===== config.mk =====
export PLATFORM = sky130hd
export DESIGN_NAME = seg7_scan_driver_flat
export DESIGN_NICKNAME = d
export VERILOG_FILES = /design/src/rtl/seg7_scan_driver_pkg.sv /design/src/rtl/seg7_scan_driver_if.sv /design/src/rtl/seg7_scan_driver_hex_to_seg7.sv /design/src/rtl/seg7_scan_driver.sv /design/src/flat_wrapper.sv
export SDC_FILE = /design/constraint.sdc
export NUM_CORES = 1
export LEC_CHECK = 0
export CAP_MARGIN = 30
export CORE_ASPECT_RATIO = 2
export CORE_MARGIN = 2
export CORE_UTILIZATION = 38
export DETAILED_ROUTE_END_ITERATION = 10
export GPL_TIMING_DRIVEN = 0
export PLACE_DENSITY = 0.63
export SETUP_SLACK_MARGIN = 0.15
export SYNTH_ARGS = -nofsm -noshare
export SYNTH_HDL_FRONTEND = slang
export SYNTH_SLANG_ARGS = --single-unit

===== constraint.sdc =====
create_clock -name clk -period 5.7 [get_ports clk]
set_input_delay 0.855 -clock clk [delete_from_list [all_inputs] [get_ports clk]]
set_output_delay 0.855 -clock clk [all_outputs]
set_load 0.1 [all_outputs]

===== src/rtl/seg7_scan_driver_pkg.sv =====
// Shared types and the hex-to-segment table for the 4-digit 7-segment scan driver.
package seg7_pkg;

   localparam int unsigned NUM_DIGITS = 4;
   localparam int unsigned DIGIT_W    = 4;
   localparam int unsigned SEG_W      = 7;

   localparam logic [SEG_W-1:0] SEG_OFF = 7'h7F;

   typedef enum logic [1:0] {
      IDLE  = 2'd0,
      BLANK = 2'd1,
      ON    = 2'd2
   } seg7_state_t;

   typedef struct packed {
      logic [NUM_DIGITS-1:0][DIGIT_W-1:0] digits;
      logic [NUM_DIGITS-1:0]              dp;
   } seg7_frame_t;

   // Active-low {g,f,e,d,c,b,a} pattern for one hex digit
   function automatic logic [SEG_W-1:0] hex_to_seg(input logic [DIGIT_W-1:0] hex);
      logic [SEG_W-1:0] seg;
      case (hex)
         4'h0: seg = 7'b1000000;
         4'h1: seg = 7'b1111001;
         4'h2: seg = 7'b0100100;
         4'h3: seg = 7'b0110000;
         4'h4: seg = 7'b0011001;
         4'h5: seg = 7'b0010010;
         4'h6: seg = 7'b0000010;
         4'h7: seg = 7'b1111000;
         4'h8: seg = 7'b0000000;
         4'h9: seg = 7'b0010000;
         4'hA: seg = 7'b0001000;
         4'hB: seg = 7'b0000011;
         4'hC: seg = 7'b1000110;
         4'hD: seg = 7'b0100001;
         4'hE: seg = 7'b0000110;
         default: seg = 7'b0001110;
      endcase
      return seg;
   endfunction

endpackage


===== src/rtl/seg7_scan_driver_if.sv =====
// Controller display_out bus feeding the scan driver.
interface seg7_scan_driver_if;
   logic [3:0][3:0] digits_in;
   logic [3:0]      dp_in;
   logic            digits_valid;
   logic [2:0]      brightness;
   logic            enable;

   modport master (output digits_in, dp_in, digits_valid, brightness, enable);
   modport slave  (input  digits_in, dp_in, digits_valid, brightness, enable);
endinterface


===== src/rtl/seg7_scan_driver_hex_to_seg7.sv =====
// Combinational hex digit to active-low 7-segment decoder.
module hex_to_seg7
   import seg7_pkg::*;
(
   input  logic [DIGIT_W-1:0] hex,
   output logic [SEG_W-1:0]   seg_c
);
   assign seg_c = hex_to_seg(hex);
endmodule


===== src/rtl/seg7_scan_driver.sv =====
// Latches digits from the controller bus and time-multiplexes a 4-digit
// common-anode display with per-slot blanking and 8-level PWM brightness.
module seg7_scan_driver
   import seg7_pkg::*;
#(
   parameter int unsigned REFRESH_DIV  = 50000,
   parameter int unsigned BLANK_CYCLES = 16
)(
   input  logic                  clk,
   input  logic                  reset,
   seg7_scan_driver_if.slave     bus,
   output logic [NUM_DIGITS-1:0] anode_n,
   output logic [SEG_W-1:0]      seg_n,
   output logic                  dp_n,
   output logic                  frame_done
);

   localparam int unsigned ON_LEN = REFRESH_DIV - BLANK_CYCLES;
   localparam int unsigned SUB    = ON_LEN / 8;
   localparam int unsigned CNT_W  = $clog2(REFRESH_DIV);

   if ((REFRESH_DIV <= BLANK_CYCLES) || (((REFRESH_DIV - BLANK_CYCLES) % 8) != 0)) begin : g_param_check
      $error("seg7_scan_driver: REFRESH_DIV-BLANK_CYCLES must be positive and a multiple of 8");
   end

   seg7_state_t         state_q, state_d;
   logic [1:0]          idx_q, idx_d;
   logic [CNT_W-1:0]    cnt_q, cnt_d;
   seg7_frame_t         pend_q, pend_d, act_q, act_d;
   logic                pend_flag_q, pend_flag_d;
   logic                frame_done_d;
   logic [3:0]          anode_d;
   logic [SEG_W-1:0]    seg_d, dec_seg;
   logic                dp_d, lit;
   logic [DIGIT_W-1:0]  digit_sel;

   // State and datapath registers
   always_ff @(posedge clk or negedge reset) begin
      if (!reset) begin
         state_q     <= IDLE;
         idx_q       <= 2'd0;
         cnt_q       <= '0;
         pend_q      <= '0;
         act_q       <= '0;
         pend_flag_q <= 1'b0;
         anode_n     <= 4'hF;
         seg_n       <= SEG_OFF;
         dp_n        <= 1'b1;
         frame_done  <= 1'b0;
      end else begin
         state_q     <= state_d;
         idx_q       <= idx_d;
         cnt_q       <= cnt_d;
         pend_q      <= pend_d;
         act_q       <= act_d;
         pend_flag_q <= pend_flag_d;
         anode_n     <= anode_d;
         seg_n       <= seg_d;
         dp_n        <= dp_d;
         frame_done  <= frame_done_d;
      end
   end

   // Next-state, counters, pending capture and frame-boundary commit
   always_comb begin
      state_d      = state_q;
      idx_d        = idx_q;
      cnt_d        = cnt_q;
      pend_d       = pend_q;
      pend_flag_d  = pend_flag_q;
      act_d        = act_q;
      frame_done_d = 1'b0;

      if (bus.digits_valid) begin
         pend_d.digits = bus.digits_in;
         pend_d.dp     = bus.dp_in;
         pend_flag_d   = 1'b1;
      end

      if (!bus.enable) begin
         state_d = IDLE;
         idx_d   = 2'd0;
         cnt_d   = '0;
      end else begin
         case (state_q)
            IDLE: begin
               state_d = BLANK;
               idx_d   = 2'd0;
               cnt_d   = '0;
            end
            BLANK: begin
               if (cnt_q == CNT_W'(BLANK_CYCLES - 1)) begin
                  state_d = ON;
                  cnt_d   = '0;
               end else begin
                  cnt_d = cnt_q + CNT_W'(1);
               end
            end
            ON: begin
               if (cnt_q == CNT_W'(ON_LEN - 1)) begin
                  state_d = BLANK;
                  cnt_d   = '0;
                  idx_d   = idx_q + 2'd1;
                  if (idx_q == 2'd3) begin
                     frame_done_d = 1'b1;
                     // pend_d already carries a same-cycle strobe (bypass)
                     if (pend_flag_q || bus.digits_valid) act_d = pend_d;
                     pend_flag_d = 1'b0;
                  end
               end else begin
                  cnt_d = cnt_q + CNT_W'(1);
               end
            end
            default: state_d = IDLE;
         endcase
      end
   end

   assign digit_sel = act_q.digits[idx_d];

   hex_to_seg7 u_dec (
      .hex   (digit_sel),
      .seg_c (dec_seg)
   );

   // Pin values for the upcoming cycle, registered above
   always_comb begin
      anode_d = 4'hF;
      seg_d   = SEG_OFF;
      dp_d    = 1'b1;
      lit     = (32'(cnt_d) < (32'(bus.brightness) + 32'd1) * SUB);
      if (state_d == ON) begin
         anode_d = ~(4'b0001 << idx_d);
         if (lit) begin
            seg_d = dec_seg;
            dp_d  = ~act_q.dp[idx_d];
         end
      end
   end

endmodule


===== src/flat_wrapper.sv =====
// flat-port wrapper written by rule: the top's interface ports become plain ports
module seg7_scan_driver_flat import seg7_pkg::*;
#(
   parameter int unsigned REFRESH_DIV  = 50000,
   parameter int unsigned BLANK_CYCLES = 16
)
  (clk, reset, anode_n, seg_n, dp_n, frame_done, bus_digits_in, bus_dp_in, bus_digits_valid, bus_brightness, bus_enable);
  seg7_scan_driver_if bus_i ();
  input  logic clk;
  input  logic reset;
  output logic [NUM_DIGITS-1:0] anode_n;
  output logic [SEG_W-1:0] seg_n;
  output logic dp_n;
  output logic frame_done;
  input wire logic [$bits(bus_i.digits_in)-1:0] bus_digits_in;
  input wire logic [$bits(bus_i.dp_in)-1:0] bus_dp_in;
  input wire logic [$bits(bus_i.digits_valid)-1:0] bus_digits_valid;
  input wire logic [$bits(bus_i.brightness)-1:0] bus_brightness;
  input wire logic [$bits(bus_i.enable)-1:0] bus_enable;
  assign bus_i.digits_in = bus_digits_in;
  assign bus_i.dp_in = bus_dp_in;
  assign bus_i.digits_valid = bus_digits_valid;
  assign bus_i.brightness = bus_brightness;
  assign bus_i.enable = bus_enable;
  seg7_scan_driver #(.REFRESH_DIV(REFRESH_DIV), .BLANK_CYCLES(BLANK_CYCLES)) u_core (.clk(clk), .reset(reset), .bus(bus_i), .anode_n(anode_n), .seg_n(seg_n), .dp_n(dp_n), .frame_done(frame_done));
endmodule

### Routed clock nets over the placement, run 1

(4 px per um)
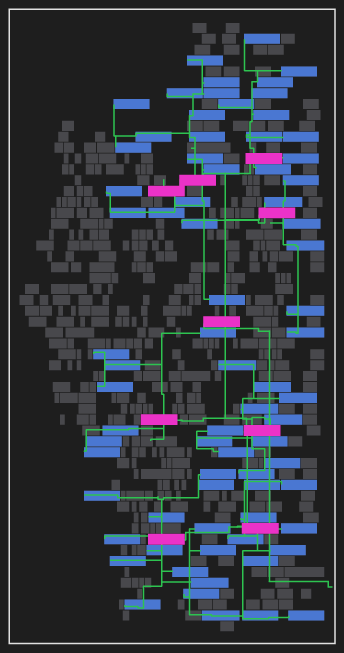
flip-flops: drawn in blue, count 74. clock-net drivers: drawn in magenta, count 9. clock wires: drawn in green, length 1,030 um.
There are 10 routed clock nets.
clock-net power: 0.000575 W
clk_lat worst skew: 0.34 ns
Clk network pwr share: 45.1%
Fin Clk Skew: 0.00705 ns

### Wire density map, run 1

(3 px per um) 16 x 32 tiles, from white (low) to dark blue (high), scaled to the fullest tile. Values are wire area over tile area, all layers added.
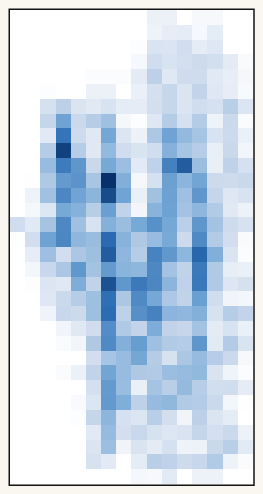
The fullest tile reaches 0.63. 12% of the tiles are over half the peak. The emptiest ninth of the die: lower left. The densest ninth of the die: center.

==> GITHUB_STEP_SUMMARY, run 1 <==
### Yosys + OpenROAD results

| Metric | Value |
|---|---|
| Xor/xnor share | 2.91% |
| Lkg Pwr | 2.39 nW |
| Synthesis-stage register bit count | 74 |
| Post-Syn Area per Cell | 10.5 sq um |
| Post-DR wirelength/cell | 17.2 um |
| Post-CTS Hold Buffers | 0 |
| Switching share of power | 24.5% |
| Synth warnings | 0 |
| Register area | 1870 sq um |
| Most common logic cells in the final layout | dfrtp_1, mux2_2, nor2_1 |
| Invs w/o clock | 19 |
| Worst-Margin Slew | 0.980 ns |
| Post-Place Cell Area | 5100 sq um |
| Sequential share of cell area | 34.5% |
| Kind of start point of the critical path | primary input |
| P_seq | 0.000546 W |
| Reg2Reg Launch Point | u_core.cnt_q[0]$_DFFE_PN0P_ |
| EDFF count, synth | 0 |
| Crit-path max cell delay | 0.63 ns |
| M2 GR Usage | 35.6% |
| Overflow after GRT | 0 |
| CP startpoint | bus_brightness[0] |
| Total GRT Usage | 18.3% |
| Post-CTS Resized | 0 |
| Comb_multi_in | 321 |
| Pint | 0.000964 W |
| Fp_density | 38.8% |
| Buffers & Inverters on Critical Path | 3 |
| Setup Buffers After CTS | 0 |
| Worst path cell trace | clkdlybuf4s50_1 > inv_1 > ha_1 > ha_1 > ha_1 > inv_1 > fa_1 > o21a_1 > nor2b_1 > o21a_1 > a41o_1 > xnor2_1 > ha_1 > nand4_1 > nor2_1 > a221o_1 > a311oi_2 > o31a_4 > o211ai_2 |
| Via/cell ratio | 5.50 |
| Top flop regs | u_core.act_q (20), u_core.pend_q (20), u_core.cnt_q (16) |
| Cell area after layout | 5410 sq um |
| Wire length on met2 | 6230 um |
| Status | finished, final reports clean |
| Top sig layer | met4 |
| YS chip area | 4520 sq um |
| Reg-to-Reg End | u_core.dp_n$_DFF_PN1_ |
| DIE WIDTH | 81.1 um |
| Nets | 545 |
| Power Dens Cells | 236 nW/um^2 |
| Setup TNS | 0 ns |
| Initial drt markers | 82 |
| Max Freq | 0.189 GHz |
| Maxcap violations | 0 |
| Num sequential | 74 |
### I/O nets highlighted, run 1

(4 px per um)
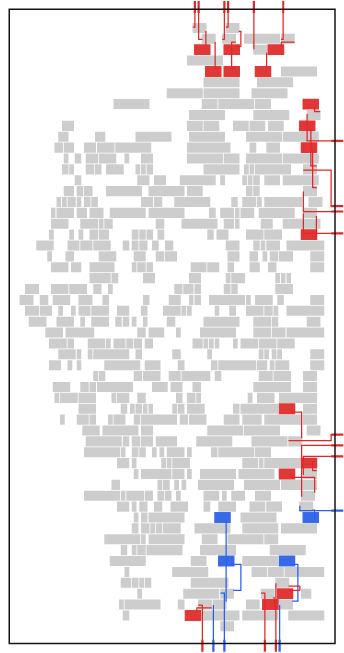
bus_dp_in: drawn in blue, direction input, edge 3 bottom, 1 right, end cells 4, buffers 4, wire 86.6 um. bus_digits_in: drawn in red, direction input, edge 7 right, 6 top, 3 bottom, end cells 16, buffers 16, wire 275 um.
IO Pins: 40
buffers added on ports: 38

-- run 1: cell usage after synthesis, drive strengths merged (4+ instances only) --
cell	instances	area [sq um]
a21oi	17	85.1
and3	8	50.1
buf	7	36.3
clkbuf	8	30.0
dfrtp	62	1550
dfstp	12	315
ha	38	475
inv	19	71.3
mux2	42	473
mux2i	12	120
nand2	26	97.6
nand2b	4	25.0
nand3	23	120
nand4	7	43.8
nor2	40	153
nor2b	6	37.5
nor3	7	35.0
nor4	4	31.3
o211ai	9	97.6
o21a	4	37.5
o21ai	16	80.1
xnor2	11	96.3
xor2	4	35.0
-- run 1: stage by stage --
stage,instances,hold slack (ns)
finish,629,0.335
global route,629,0.330
CTS,629,0.330
detailed placement,613,0.466
global placement,612,0.454
floorplan,429,0.443
--- run 2 (diff from run 1) ---
- HOLD_SLACK_MARGIN: not set -> 0.05
### I/O nets highlighted, run 2

(4 px per um)
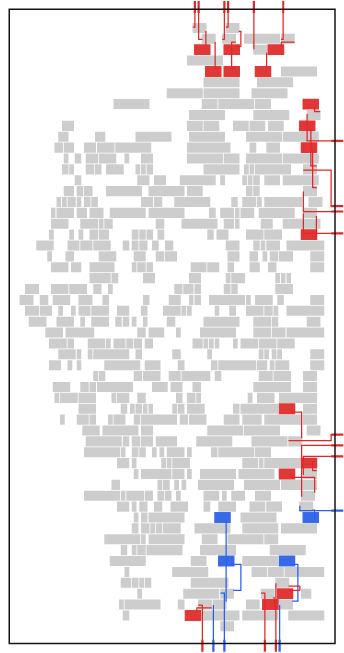
bus_dp_in: drawn in blue, direction input, edge 3 bottom, 1 right, end cells 4, buffers 4, wire 86.6 um. bus_digits_in: drawn in red, direction input, edge 7 right, 6 top, 3 bottom, end cells 16, buffers 16, wire 275 um.

### Routed clock nets over the placement, run 2

(4 px per um)
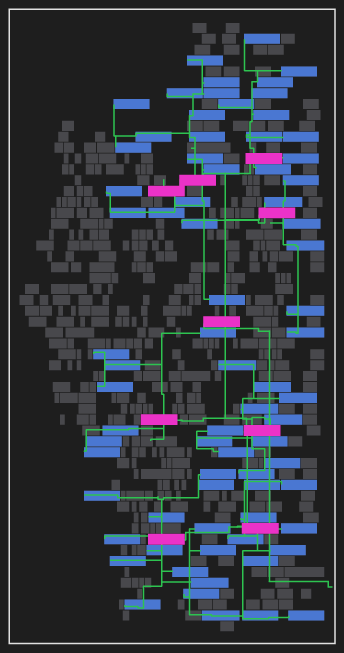
clock-net drivers: drawn in magenta, count 9. clock wires: drawn in green, length 1,030 um. flip-flops: drawn in blue, count 74.
There are 10 routed clock nets.

==> run 2 against run 1 <==
Against the previous run:
- first-iteration DRC count did not move
- critical path depth unchanged
- fmax is the same
- clock skew unchanged
- sequential share of layout area unchanged
- largest cell class unchanged
- largest power group unchanged
- highest routed layer unchanged
==> GITHUB_STEP_SUMMARY, run 2 <==
### Yosys + OpenROAD results

| Metric | Value |
|---|---|
| Buffers & Inverters on Critical Path | 3 (unchanged) |
| Top-count cell post-synth | dfrtp_1 |
| Post-CTS Resized | 0 (unchanged) |
| Num sequential | 74 (unchanged) |
| IO Pins | 40 (unchanged) |
| Lkg Pwr | 2.39 nW (unchanged) |
| Dominant cell type by area after synthesis | dfrtp_1 |
| Top flop regs | u_core.act_q (20), u_core.pend_q (20), u_core.cnt_q (16) |
| Kind of start point of the critical path | primary input |
| Clk_lat worst skew | 0.34 ns (about the same) |
| Nets | 545 (unchanged) |
| Pint | 0.000964 W (unchanged) |
| Switching share of power | 24.5% (unchanged) |
| Total GRT Usage | 18.3% (unchanged) |
| Dpl cells | 613 (unchanged) |
| Synthesis-stage register bit count | 74 (unchanged) |
| P_seq | 0.000546 W (about the same) |
| Worst-Margin Slew | 0.980 ns (unchanged) |
| M2 GR Usage | 35.6% (unchanged) |
| Final hold slack | 0.335 ns (unchanged) |
| Setup TNS | 0 ns (unchanged) |
| Biggest area cells | dfrtp_1, ha_1, mux2_2 |
| Setup Buffers After CTS | 0 (unchanged) |
| Dominant cell area share | 34.4% (unchanged) |
| EDFF count, synth | 0 (unchanged) |
| Fp_density | 38.8% (unchanged) |
| Register area | 1870 sq um (unchanged) |
| Reg-to-Reg End | u_core.dp_n$_DFF_PN1_ |
| Power Dens Cells | 236 nW/um^2 (unchanged) |
| Status | finished, final reports clean |
| Overflow after GRT | 0 (unchanged) |
| Finished Layout Cells | 629 (unchanged) |
| Max Freq | 0.189 GHz (unchanged) |
| Post-DR wirelength/cell | 17.2 um (unchanged) |
| Maxcap violations | 0 (unchanged) |
| Via/cell ratio | 5.50 (unchanged) |
| Comb_multi_in | 321 (unchanged) |
| Crit-path max cell delay | 0.63 ns (about the same) |
| Xor/xnor share | 2.91% (unchanged) |
| Commonest cells in the netlist | dfrtp_1, mux2_2, nor2_1 |
run 2: cell counts in the layout (fill, tap and decap cells not counted):
No cell type changed its count.
run 2: worst max path at each step:
stage                            startpoint                        end  slack, ns
final                     bus_brightness[0]      u_core.dp_n$_DFF_PN1_       0.42
after global routing      bus_brightness[0]      u_core.dp_n$_DFF_PN1_       0.18
after CTS                 bus_brightness[0]      u_core.dp_n$_DFF_PN1_       0.43
after detailed placement  bus_brightness[0]      u_core.dp_n$_DFF_PN1_       0.07
after global placement    bus_brightness[0]      u_core.dp_n$_DFF_PN1_       0.11
after floorplan           bus_brightness[0]  u_core.seg_n[1]$_DFF_PN1_       1.26
run 2: layer usage:
metal  vias to the layer above  routed length, um
met4                         0                727
met5                         -                  0
met2                        84               6230
met1                      1694               3580
met3                        40                292
li1                       1643                  -
### Wire density map, run 2

(3 px per um) 16 x 32 tiles, from white (low) to dark blue (high), scaled to the fullest tile. Values are wire area over tile area, all layers added.
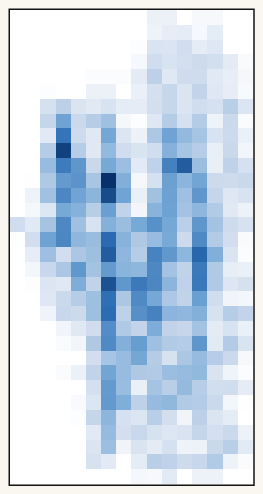

--- run 3 (diff from run 2) ---
- CORE_UTILIZATION: 38 -> 58
- PLACE_DENSITY: 0.63 -> 0.87
### Wire density map, run 3

(4 px per um) 13 x 26 tiles, from white (low) to dark blue (high), scaled to the fullest tile. Values are wire area over tile area, all layers added.
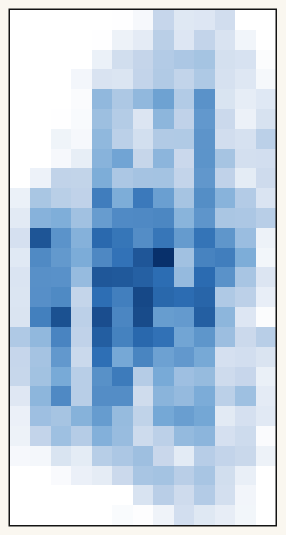
The fullest tile reaches 0.66. The mean over all tiles is 0.21. The emptiest ninth of the die: upper left.
Total GRT Usage: 28.4%
post-DR wirelength/cell: 18.8 um
Vias: 3,549
final wirelength: 10,900 um

==> run 3 against run 2 <==
Against the previous run:
- cell count decreased by 8.3%
- critical path type unchanged
- highest routed layer unchanged
- setup slack improved by 0.11 ns
- largest cell class unchanged
- via count increased by 2.5%
- cell area decreased by 1.0%
==> GITHUB_STEP_SUMMARY, run 3 <==
### Yosys + OpenROAD results

| Metric | Value |
|---|---|
| Status | finished, final reports clean |
| IO Pins | 40 (unchanged) |
| Biggest area cells | dfrtp_1, ha_1, mux2_2 |
| Register area | 1870 sq um (unchanged) |
| Reg-to-Reg End | u_core.seg_n[4]$_DFF_PN1_ |
| Crit-path max cell delay | 0.52 ns (-0.11 ns) |
| Nets | 544 (-0.18%) |
| Dominant cell area share | 34.4% (unchanged) |
| Post-CTS Resized | 0 (unchanged) |
| Buffers & Inverters on Critical Path | 2 (-1) |
| Max Freq | 0.193 GHz (+2.1%) |
| Kind of start point of the critical path | primary input |
| Top-count cell post-synth | dfrtp_1 |
| Via/cell ratio | 6.15 (+12%) |
| M2 GR Usage | 51.9% (+16 points) |
| Top flop regs | u_core.act_q (20), u_core.pend_q (20), u_core.cnt_q (16) |
| Power Dens Cells | 247 nW/um^2 (+4.4%) |
| Synthesis-stage register bit count | 74 (unchanged) |
| Dpl cells | 561 (-8.5%) |
| Final hold slack | 0.489 ns (+0.154 ns) |
| Maxcap violations | 0 (unchanged) |
| Setup TNS | 0 ns (unchanged) |
| Commonest cells in the netlist | dfrtp_1, mux2_2, nor2_1 |
| Clk_lat worst skew | 0.33 ns (about the same) |
| Fp_density | 59.9% (+21 points) |
| Critical Path End | u_core.seg_n[4]$_DFF_PN1_ |
| Worst-Margin Slew | 0.964 ns (-0.0154 ns) |
| Met3 wire len | 334 um (+14%) |
### Routed clock nets over the placement, run 3

(4 px per um)
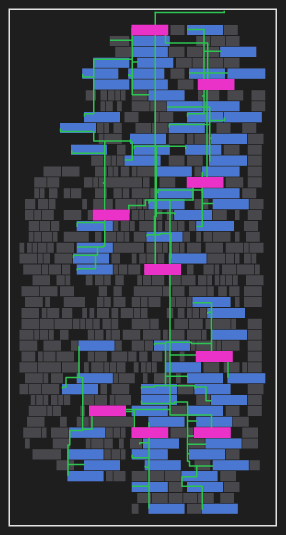
clock wires: drawn in green, length 883 um. flip-flops: drawn in blue, count 74. clock-net drivers: drawn in magenta, count 9.
There are 10 routed clock nets.

-- run 3: cell counts after synthesis --
Identical to the previous run, type by type.
-- run 3: cell type report --
type	count	share of cell area [%]
buffer	15	1.24
clock buffer	12	4.79
clock inverter	4	1.38
inverter	19	1.33
multi-input combinational	321	47.1
sequential	74	34.9
tap	94	2.20
timing repair buffer	38	7.11
-- run 3: where the power goes --
group / switching, W / internal [W] / leakage, nW / total (W)
Clock: 0.000210 / 0.000407 / 0.163 / 0.000617
Sequential: 0.00000539 / 0.000541 / 0.940 / 0.000547
Combinational: 0.0000848 / 0.0000710 / 1.30 / 0.000156
-- run 3: worst min-delay path, cell delays in order (launching register included) --
cell and delay, ns:
dfrtp_1 0.33, nor2_1 0.05, nor2_1 0.07

==> screenshots <==
Logic cells by family.
picture 1
(3 px per um)
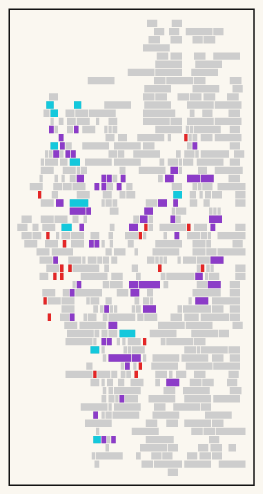
picture 2
(4 px per um)
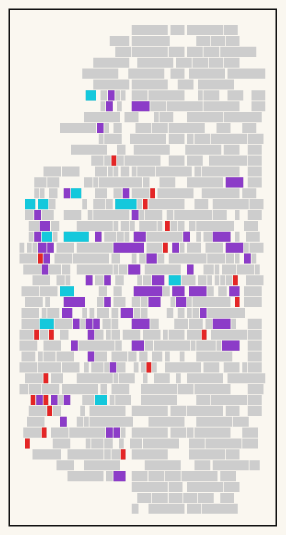
run 2 -> picture 1
run 3 -> picture 2

Key to picture 2:
non-inverting ao/oa cells: drawn in cyan, cells 11, most used o21a_1. aoi and oai cells: drawn in purple, cells 58, most used a21oi_1. inv cells: drawn in red, cells 19, most used inv_1.

Power is estimated from default activity; no workload was simulated.
